## src/rtl/iccm_boot_loader.sv

```systemverilog
// -----------------------------------------------------------------------------
// iccm_boot_loader
//
// Boot-time sequencer for the instruction memory (ICCM). A program image
// arrives as a UART byte stream: a 16-bit little-endian byte length followed
// by the data bytes. Bytes are packed little-endian into 32-bit words and
// written through the ICCM controller write port while the system reset is
// held asserted. After the last word, the system reset is held for RST_HOLD
// more cycles, then the ICCM port is handed to the TL-UL adapter and the
// core is released.
//
// Optional feature (compile-time macro ICCM_LOAD_CSUM_EN): one trailing
// byte carries the modulo-256 sum of all data bytes. On a mismatch the
// loader parks in an error state with the core held in reset.
//
// Parameters
//   AW        ICCM word-address width (capacity 2**AW words)
//   RST_HOLD  cycles of system reset after the last write (>= 1)
//
// Ports
//   clk_i         system clock
//   rst_ni        async active-low power-on reset
//   rx_dv_i       rx_byte_i valid strobe
//   rx_byte_i     received UART byte
//   reprog_i      restart loading (honoured in RUN, and in ERROR if enabled)
//   iccm_we_o     one-cycle ICCM write strobe
//   iccm_addr_o   ICCM word address
//   iccm_wdata_o  ICCM write data
//   iccm_sel_o    1 = loader owns ICCM port, 0 = TL-UL adapter owns it
//   sys_rst_no    active-low system reset to the core and fabric
//   done_o        image loaded and core released
//   err_o         sticky error: length overflow or checksum mismatch
//
// State | meaning
//   LEN_LO | waiting for length byte [7:0]
//   LEN_HI | waiting for length byte [15:8]
//   DATA   | packing data bytes into words and writing them
//   CSUM   | waiting for checksum byte (ICCM_LOAD_CSUM_EN only)
//   HOLD   | system reset held for RST_HOLD cycles
//   RUN    | core released; waits for reprog_i
//   ERROR  | checksum mismatch, core held (ICCM_LOAD_CSUM_EN only)
// -----------------------------------------------------------------------------
module iccm_boot_loader #(
    parameter int unsigned AW       = 12,
    parameter int unsigned RST_HOLD = 16
) (
    input  logic          clk_i,
    input  logic          rst_ni,
    input  logic          rx_dv_i,
    input  logic [7:0]    rx_byte_i,
    input  logic          reprog_i,
    output logic          iccm_we_o,
    output logic [AW-1:0] iccm_addr_o,
    output logic [31:0]   iccm_wdata_o,
    output logic          iccm_sel_o,
    output logic          sys_rst_no,
    output logic          done_o,
    output logic          err_o
);

    localparam int unsigned HW = (RST_HOLD > 1) ? $clog2(RST_HOLD) : 1;
    localparam logic [HW-1:0] HOLD_INIT = HW'(RST_HOLD - 1);
    // Image capacity in bytes; wide enough that the shift never truncates.
    localparam logic [32:0] CAP_BYTES = 33'(4) << AW;

`ifdef ICCM_LOAD_CSUM_EN
    typedef enum logic [2:0] {
        S_LEN_LO, S_LEN_HI, S_DATA, S_HOLD, S_RUN, S_CSUM, S_ERROR
    } state_e;
`else
    typedef enum logic [2:0] {
        S_LEN_LO, S_LEN_HI, S_DATA, S_HOLD, S_RUN
    } state_e;
`endif

    state_e          state_q, state_d;
    logic [7:0]      len_lo_q, len_lo_d;
    logic [15:0]     rem_q, rem_d;          // data bytes still expected
    logic [AW:0]     idx_q, idx_d;          // word index; MSB set = ICCM full
    logic [1:0]      bcnt_q, bcnt_d;
    logic [31:0]     word_q, word_d;
    logic [HW-1:0]   hold_q, hold_d;
    logic            we_q, we_d;
    logic [AW-1:0]   addr_q, addr_d;
    logic [31:0]     wdata_q, wdata_d;
    logic            sel_q, sel_d;
    logic            srst_q, srst_d;
    logic            done_q, done_d;
    logic            err_q, err_d;
`ifdef ICCM_LOAD_CSUM_EN
    logic [7:0]      csum_q, csum_d;
`endif

    logic [15:0]     len_w;
    logic [31:0]     word_nxt;

    assign len_w = {rx_byte_i, len_lo_q};

    always_comb begin
        state_d  = state_q;
        len_lo_d = len_lo_q;
        rem_d    = rem_q;
        idx_d    = idx_q;
        bcnt_d   = bcnt_q;
        word_d   = word_q;
        hold_d   = hold_q;
        we_d     = 1'b0;
        addr_d   = addr_q;
        wdata_d  = wdata_q;
        sel_d    = sel_q;
        srst_d   = srst_q;
        done_d   = done_q;
        err_d    = err_q;
`ifdef ICCM_LOAD_CSUM_EN
        csum_d   = csum_q;
`endif
        word_nxt = word_q;
        word_nxt[{bcnt_q, 3'b000} +: 8] = rx_byte_i;

        unique case (state_q)
            S_LEN_LO: begin
                if (rx_dv_i) begin
                    len_lo_d = rx_byte_i;
                    state_d  = S_LEN_HI;
                end
            end
            S_LEN_HI: begin
                if (rx_dv_i) begin
                    rem_d  = len_w;
                    idx_d  = '0;
                    bcnt_d = '0;
                    word_d = '0;
`ifdef ICCM_LOAD_CSUM_EN
                    csum_d = '0;
`endif
                    if (len_w == 16'd0) begin
`ifdef ICCM_LOAD_CSUM_EN
                        state_d = S_CSUM;
`else
                        state_d = S_HOLD;
                        hold_d  = HOLD_INIT;
`endif
                    end else begin
                        // Oversized image: still consume the whole stream,
                        // but writes stop once the ICCM is full.
                        if ({17'd0, len_w} > CAP_BYTES) err_d = 1'b1;
                        state_d = S_DATA;
                    end
                end
            end
            S_DATA: begin
                if (rx_dv_i) begin
                    rem_d = rem_q - 16'd1;
`ifdef ICCM_LOAD_CSUM_EN
                    csum_d = csum_q + rx_byte_i;
`endif
                    // A trailing partial word is flushed with the last byte.
                    if (bcnt_q == 2'd3 || rem_q == 16'd1) begin
                        bcnt_d = '0;
                        word_d = '0;
                        if (!idx_q[AW]) begin
                            we_d    = 1'b1;
                            addr_d  = idx_q[AW-1:0];
                            wdata_d = word_nxt;
                            idx_d   = idx_q + (AW+1)'(1);
                        end
                    end else begin
                        bcnt_d = bcnt_q + 2'd1;
                        word_d = word_nxt;
                    end
                    if (rem_q == 16'd1) begin
`ifdef ICCM_LOAD_CSUM_EN
                        state_d = S_CSUM;
`else
                        state_d = S_HOLD;
                        hold_d  = HOLD_INIT;
`endif
                    end
                end
            end
            S_HOLD: begin
                if (hold_q == '0) begin
                    // Port handover happens while the core is still in reset.
                    sel_d   = 1'b0;
                    state_d = S_RUN;
                end else begin
                    hold_d = hold_q - HW'(1);
                end
            end
            S_RUN: begin
                if (reprog_i) begin
                    state_d = S_LEN_LO;
                    srst_d  = 1'b0;
                    sel_d   = 1'b1;
                    done_d  = 1'b0;
                    err_d   = 1'b0;
                end else begin
                    srst_d = 1'b1;
                    done_d = 1'b1;
                end
            end
`ifdef ICCM_LOAD_CSUM_EN
            S_CSUM: begin
                if (rx_dv_i) begin
                    if (rx_byte_i == csum_q) begin
                        state_d = S_HOLD;
                        hold_d  = HOLD_INIT;
                    end else begin
                        state_d = S_ERROR;
                        err_d   = 1'b1;
                    end
                end
            end
            S_ERROR: begin
                if (reprog_i) begin
                    state_d = S_LEN_LO;
                    srst_d  = 1'b0;
                    sel_d   = 1'b1;
                    done_d  = 1'b0;
                    err_d   = 1'b0;
                end
            end
`endif
            default: state_d = S_LEN_LO;
        endcase
    end

    always_ff @(posedge clk_i or negedge rst_ni) begin
        if (!rst_ni) begin
            state_q  <= S_LEN_LO;
            len_lo_q <= '0;
            rem_q    <= '0;
            idx_q    <= '0;
            bcnt_q   <= '0;
            word_q   <= '0;
            hold_q   <= '0;
            we_q     <= 1'b0;
            addr_q   <= '0;
            wdata_q  <= '0;
            sel_q    <= 1'b1;
            srst_q   <= 1'b0;
            done_q   <= 1'b0;
            err_q    <= 1'b0;
`ifdef ICCM_LOAD_CSUM_EN
            csum_q   <= '0;
`endif
        end else begin
            state_q  <= state_d;
            len_lo_q <= len_lo_d;
            rem_q    <= rem_d;
            idx_q    <= idx_d;
            bcnt_q   <= bcnt_d;
            word_q   <= word_d;
            hold_q   <= hold_d;
            we_q     <= we_d;
            addr_q   <= addr_d;
            wdata_q  <= wdata_d;
            sel_q    <= sel_d;
            srst_q   <= srst_d;
            done_q   <= done_d;
            err_q    <= err_d;
`ifdef ICCM_LOAD_CSUM_EN
            csum_q   <= csum_d;
`endif
        end
    end

    assign iccm_we_o    = we_q;
    assign iccm_addr_o  = addr_q;
    assign iccm_wdata_o = wdata_q;
    assign iccm_sel_o   = sel_q;
    assign sys_rst_no   = srst_q;
    assign done_o       = done_q;
    assign err_o        = err_q;

endmodule

```

## config.mk

```make
export PLATFORM = sky130hd
export DESIGN_NAME = iccm_boot_loader
export DESIGN_NICKNAME = d
export VERILOG_FILES = /design/src/rtl/iccm_boot_loader.sv
export SDC_FILE = /design/constraint.sdc
export NUM_CORES = 1
export LEC_CHECK = 0
export CORE_ASPECT_RATIO = 1.5
export CORE_MARGIN = 1.5
export CORE_UTILIZATION = 57
export CTS_CLUSTER_DIAMETER = 30
export DETAILED_ROUTE_END_ITERATION = 6
export GPL_ROUTABILITY_DRIVEN = 0
export PLACE_DENSITY = 0.89
export SETUP_SLACK_MARGIN = 0.2
export SYNTH_ARGS = -nofsm -noshare
export SYNTH_HDL_FRONTEND = slang
export SYNTH_SLANG_ARGS = --single-unit
```

## constraint.sdc

```tcl
create_clock -name clk_i -period 2.8 [get_ports clk_i]
set_input_delay 0.42 -clock clk_i [delete_from_list [all_inputs] [get_ports clk_i]]
set_output_delay 0.42 -clock clk_i [all_outputs]
set_load 0.02 [all_outputs]
```

### Port wiring

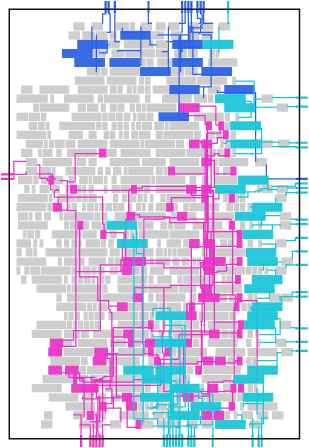
| port | color | bits | direction | end cells | wire |
|---|---|---|---|---|---|
| `iccm_addr_o` | blue | 12 | output | 12 | 332 µm |
| `rx_byte_i` | magenta | 8 | input | 85 | 1760 µm |
| `iccm_wdata_o` | cyan | 32 | output | 32 | 799 µm |

### Pin map

Pins as bars across the die edge, other pins in gray.
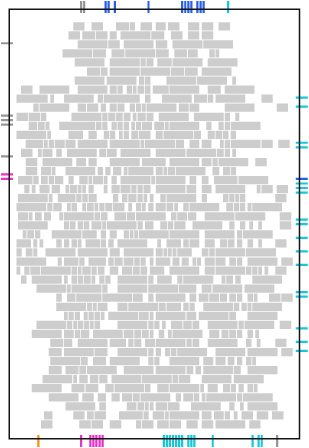
| port | color | pins | direction | edge |
|---|---|---|---|---|
| `rst_ni` | orange | 1 | input | bottom |
| `rx_byte_i` | magenta | 8 | input | 6 bottom, 2 left |
| `iccm_wdata_o` | cyan | 32 | output | 17 right, 14 bottom, 1 top |
| `iccm_addr_o` | blue | 12 | output | 11 top, 1 right |
all pins by edge: 22 bottom, 18 right, 14 top, 7 left

### Placement view

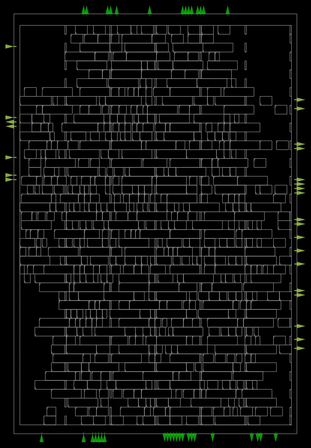
core area: 0.0102 mm²
Cell Count, Final, Fillers Out: 802

==> flow_metrics.py <==
# Metrics from the implementation run
metrics = {
    "outcome": {
        "status": "finished clean",
    },
    "layout": {
        "largest_cell_class": "flip-flops and latches",
        "flop-count": 126,
        "layout-drive-gt1-share": 0.124,
        "diodes": 0,
        "final_cell_mix": "125 x dfrtp_1, 92 x a21oi_1, 61 x nor2_1, 59 x clkdlybuf4s50_1, 35 x nor2b_1",
        "seqCellArea_mm2": 0.00315,
        "comb_cells": 411,
        "clock_buffers": 20,
        "clkCellAreaFrac": 0.0785,
        "nonClockInverterCount": 13,
        "final_area_mm2": 0.00733,
        "nets": 671,
        "comb_area_mm2": 0.00260,
        "final_common_cell": "dfrtp_1",
        "final-nonclk-buf-share": 0.106,
        "buffers": 79,
        "comb_share": 0.354,
        "nFillCells": 711,
        "syn_to_final_growth_pct": 22.2,
    },
    "pwr": {
        "seqPwrFrac": 0.375,
        "pg_comb_mw": 2.49,
        "ir_drop_uv": 667,
        "switching_share": 0.363,
        "power.group.top": "registers",
        "power_frac_clock": 0.288,
        "power.switching_mw": 2.68,
        "seq-power_mw": 2.77,
        "combPwrFrac": 0.337,
        "internal-power_mw": 4.70,
        "p_leak_nw": 3.24,
        "power_per_cell_area_mw_per_mm2": 1010,
        "p_clk_mw": 2.12,
    },
    "synth": {
        "synthCells": 593,
        "synth-edff-count": 0,
        "area_leaders": "dfrtp_1 52%, a21oi_1 7.7%, a22o_1 4.8%",
        "synth.yosys.warnings": 0,
        "avgSynthCellArea_um2": 10.1,
        "ys_ff": 126,
        "synth_cell_type_count": 55,
        "ys_seq_share": 0.526,
        "ys.flop_type": "dfrtp_1",
        "synth_area_mm2": 0.00600,
        "yosysTopAreaCellShare": 0.521,
        "postSynthNetCount": 616,
        "yosys-stat-cells": 593,
    },
    "timing": {
        "hold_viol": 0,
        "slew_viol_final": 0,
        "fin_crit_ns": 2.40,
        "setup_viol_count_final": 0,
        "rsz0062_at_grt": "no",
        "setup_tns_ns": 0,
        "fin_crit_sh": 0.858,
        "skew_ns": 0.00675,
        "max_slew_margin": 0.394,
    },
    "drt": {
        "wl_um": 14800,
        "drt-wirelength-per-cell_um": 18.5,
        "via_per_inst": 6.22,
        "drt.antenna.violating_nets": 0,
        "drc": 0,
        "drtIter0Drc": 553,
        "vias": 4986,
    },
    "worst_setup_path": {
        "critical_path.startpoint_type": "register",
        "end_kind": "register",
        "r2r_slack_ns": 0.40,
        "crit_type": "reg2reg",
        "crit_path_max_fanout": 50,
        "worstPathCellList": "inv_1, ha_1, nor4b_2, a41o_1, and4_2, buf_12, buf_12, nor2_1, a21oi_1",
        "crit_path_max_incr_delay_ns": 0.40,
        "cp_common_cell": "buf_12",
        "r2r_cells": 9,
        "crit_slowest_cell": "dfrtp_1",
        "cp_num_buf_inv": 3,
        "timing.critical_path.from": "rem_q[1]$_DFFE_PN0P_",
        "cp.arrival_ns": 2.73,
        "required_ns": 3.12,
    },
    "clock_network": {
        "htreeDepth": 4,
        "cts_sinks": 126,
        "tritoncts": "built",
        "clock_latency_ns": 0.41,
        "cts_buffers": 17,
        "cts_root_buf": "clkbuf_16",
        "clock_path_buffers": 2,
    },
    "die": {
        "die_w_um": 86.8,
        "die_y_um": 129,
        "row_count": 45,
        "die_area_mm2": 0.0112,
        "initCoreUtil": 0.589,
        "nWellTaps": 141,
        "pin_count": 61,
    },
    "worst_hold_path": {
        "hp-start": "word_q[4]$_DFFE_PN0P_",
    },
    "place": {
        "io_buffer_count": 60,
        "placed_area_mm2": 0.00675,
        "dp_hpwl_um": 9640,
    },
    "global_routing": {
        "grt_pass1_wl_um": 24600,
        "grt_max_degree": 91,
        "grt_overflow_total": 0,
        "antenna_found_initial": 0,
        "grt_pass1_vias": 5085,
    },
    "job": {
        "warnings": 33,
        "max_cap_violations": 0,
    },
}
-- timing repair --
item | 4_1_cts | 5_1_grt
hold endpoints to repair | 36 | 0
setup endpoints to repair | 0 | 8
hold buffers | 1 | 0
gates resized | 0 | 1
setup buffers | 0 | 0
-- synth_stat cells, types with 7 or more instances --
cell,n
a21oi_1,92
a22o_1,33
a31oi_1,7
and3_1,10
buf_2,9
clkbuf_1,24
dfrtp_1,125
ha_1,11
inv_1,13
mux2_2,20
nand2_1,18
nand3_1,12
nor2_1,61
nor2b_1,36
nor3_1,7
o21ai_0,34
-- cells by family (layout without fill, tap and decap cells) --
group           count (synthesis)  count (layout)  share of synthesized area
compound gates                200             200                      0.205
simple gates                  178             178                      0.164
flops                         126             126                      0.526
buf+inv                        56             124                     0.0419
mux                            20              20                     0.0375
fa+ha+maj                      11              11                     0.0229
xor+xnor                        2               2                    0.00292
-- routing by layer --
metal,share of wire,GRT usage,wire [µm]
met5,0,0,0
met1,0.37,0.328,5470
met4,0.048,0.192,714
met2,0.52,0.479,7750
met3,0.061,0.0686,905
-- sequential cells by signal, summed over array words and instances (netlist names) --
register,cells
rem_q,16
idx_q,13
state_q,3
err_o,1
iccm_wdata_o,32
hold_q,4
iccm_we_o,1
iccm_sel_o,1
done_o,1
bcnt_q,2
word_q,32
len_lo_q,8
iccm_addr_o,12
-- per-stage QoR --
step / setup slack, ns / power [mW] / instances / util / hold WS (ns)
2_1_floorplan: 0.768 / 4.28 / 593 / - / 0.124
3_3_place_gp: 0.462 / 5.07 / 769 / 0.662 / 0.403
3_5_place_dp: 0.320 / 5.23 / 769 / 0.662 / 0.414
4_1_cts: 0.326 / 7.37 / 802 / 0.719 / 0.495
5_1_grt: 0.242 / 7.78 / 802 / 0.720 / 0.512
6_report: 0.397 / 7.38 / 802 / 0.720 / 0.492
Power is estimated from default activity; no workload was simulated.
